Wiring heat map:
12 x 14 tiles, from white (low) to dark blue (high), scaled to the fullest tile. Values are wire area over tile area, all layers added.
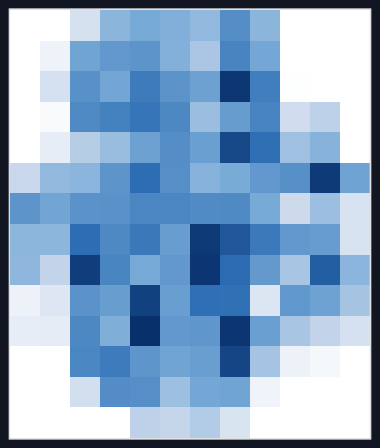
Metal layers overlaid:
Only two layers are drawn.
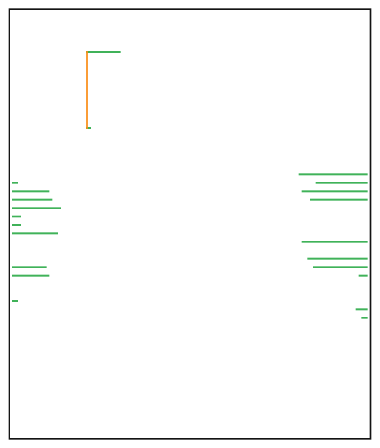
Placement view:
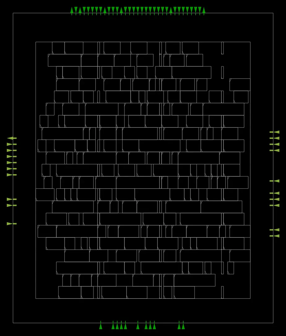
$ cat config.mk
export PLATFORM = sky130hd
export DESIGN_NAME = flag_reg
export DESIGN_NICKNAME = d
export VERILOG_FILES = /design/src/rtl/flag_reg.sv
export SDC_FILE = /design/constraint.sdc
export NUM_CORES = 1
export LEC_CHECK = 0
export CAP_MARGIN = 30
export CORE_AREA = 5 5 53 64
export DETAILED_ROUTE_END_ITERATION = 16
export DIE_AREA = 0 0 58 69
export GPL_ROUTABILITY_DRIVEN = 1
export PLACE_DENSITY = 0.78
export SETUP_SLACK_MARGIN = 0.4
export SLEW_MARGIN = 5
export SYNTH_ARGS = -nofsm -noshare
export SYNTH_HDL_FRONTEND = slang
export SYNTH_SLANG_ARGS = --single-unit
$ cat constraint.sdc
create_clock -name clk -period 3.1 [get_ports clk]
set_clock_uncertainty 0.1 [all_clocks]
set_input_delay 0.465 -clock clk [delete_from_list [all_inputs] [get_ports clk]]
set_output_delay 0.465 -clock clk [all_outputs]
set_load 0.01 [all_outputs]
$ cat src/rtl/flag_reg.sv
// Condition-flag register for the 16-bit pipelined core: derives {N,V,Z} from the
// EX-stage ALU op, holds them architecturally, and forwards the next value same-cycle.
module flag_reg #(
    parameter int DATA_W = 16
) (
    input  logic              clk,
    input  logic              rst,
    input  logic              stall,
    input  logic              flush,
    input  logic              alu_valid,
    input  logic [3:0]        opcode,
    input  logic [DATA_W-1:0] alu_a,
    input  logic [DATA_W-1:0] alu_b,
    input  logic [DATA_W-1:0] alu_result,
    output logic [2:0]        NVZflag,
    output logic [2:0]        NVZ_fwd,
    output logic              flag_wr
);

    typedef enum logic [3:0] {
        OP_ADD    = 4'h0,
        OP_SUB    = 4'h1,
        OP_XOR    = 4'h2,
        OP_RED    = 4'h3,
        OP_SLL    = 4'h4,
        OP_SRA    = 4'h5,
        OP_ROR    = 4'h6,
        OP_PADDSB = 4'h7
    } opcode_e;

    localparam int MSB = DATA_W - 1;

    logic              writes_nvz;
    logic              writes_z;
    logic [DATA_W-1:0] raw_sum;
    logic [DATA_W-1:0] raw_diff;
    logic              v_add;
    logic              v_sub;

    assign writes_nvz = (opcode == OP_ADD) || (opcode == OP_SUB);
    assign writes_z   = (opcode == OP_XOR) || (opcode == OP_SLL) ||
                        (opcode == OP_SRA) || (opcode == OP_ROR);

    assign flag_wr = alu_valid & ~stall & ~flush & (writes_nvz | writes_z);

    // V comes from the unsaturated wrap-around result; alu_result is already clamped.
    assign raw_sum  = alu_a + alu_b;
    assign raw_diff = alu_a - alu_b;
    assign v_add    = (alu_a[MSB] == alu_b[MSB]) & (raw_sum[MSB]  != alu_a[MSB]);
    assign v_sub    = (alu_a[MSB] != alu_b[MSB]) & (raw_diff[MSB] != alu_a[MSB]);

    // NOTE: start from the held value so every path assigns NVZ_fwd and no latch is inferred.
    always_comb begin
        NVZ_fwd = NVZflag;
        if (flag_wr) begin
            NVZ_fwd[0] = (alu_result == '0);
            if (writes_nvz) begin
                NVZ_fwd[2] = alu_result[MSB];
                NVZ_fwd[1] = (opcode == OP_SUB) ? v_sub : v_add;
            end
        end
    end

    // NOTE: non-blocking assignment for state so all flops update together at the edge.
    // flag_wr already excludes flush and stall, so reset is the only override needed.
    always_ff @(posedge clk) begin
        if (rst) begin
            NVZflag <= 3'b000;
        end else if (flag_wr) begin
            NVZflag <= NVZ_fwd;
        end
    end

endmodule

==> impl_metrics.toml <==
# flow metrics
[grt]
met3_usage_pct = 2.239
grt_overflow = 0
grt_pass1_wl_mm = 5.244
grt_pass1_vias = 1211

[hold_path]
worstHoldEndpoint = "NVZflag[1]$_SDFFE_PP0P_"

[clock_network]
cts_tree = "built"
cts_max_level = 1
cts_root_buffer = "clkbuf_4"
cts.path.max_buffers = 2

[yosys]
synth_adder_area_share_pct = 39.05
logic_family = "adder cells"
fp_nets = 204
ys.warnings.count = 0
synthCells = 119
mux_share_pct = 3.905
ys_async_sr_fraction_pct = 0
top_cell = "ha_1"

[setup_path]
critPathKind = "input pin to primary output"
required_ps = 2530
cp-end-kind = "primary output"
critPathLaunchType = "input pin"
worstPathArrival_ps = 2210
crit_fanout = 2

[flow_run]
openroad.warnings = 42

[run_status]
outcome = "completed"

[final_layout]
drive_gt1_share_pct = 42.36
flop_area_sq_um = 60.06
final-nonclk-buf-share_pct = 37.55
comb_share_pct = 52.46
logic_area_sq_um = 1079
reg.largest.list = "NVZflag x3"
clkbuf_count = 4
n_antenna_cell = 0
mostFrequentLayoutCells = "clkdlybuf4s50_1, buf_4, ha_4, dlymetal6s2s_1, ha_1"

[floorplan]
fp.dieW_microns = 58

[power]
p_clk_share_pct = 19.4
vdd_ir_drop_max_mv = 0.1510
largestPowerGroup = "combinational logic"
pwr-share-comb_pct = 69.4
p_switching_uw = 119.5

[drt]
dr_wl_met2_mm = 2.177
met3_length_microns = 116
wl_per_cell_microns = 14.60

[final_timing]
finalHoldViolations = 0
period_used_pct = 89.54

[placement]
dp_cells = 231
Back to the opening pictures, 'wiring heat map':
- fullest tile: 0.32
- tiles over half the peak: 49%
- emptiest ninth of the die: lower right

Back to the opening pictures, 'metal layers overlaid':
- green: M3 (wire length 117 microns)
- orange: M4 (wire length 12.2 microns)

Back to the opening pictures, 'placement view':
Final Non-Filler Cells: 237
Tap Count: 34
row count: 21
final core occ: 75.23%

Power figures rest on the tool's default switching activity, not on a simulated workload.
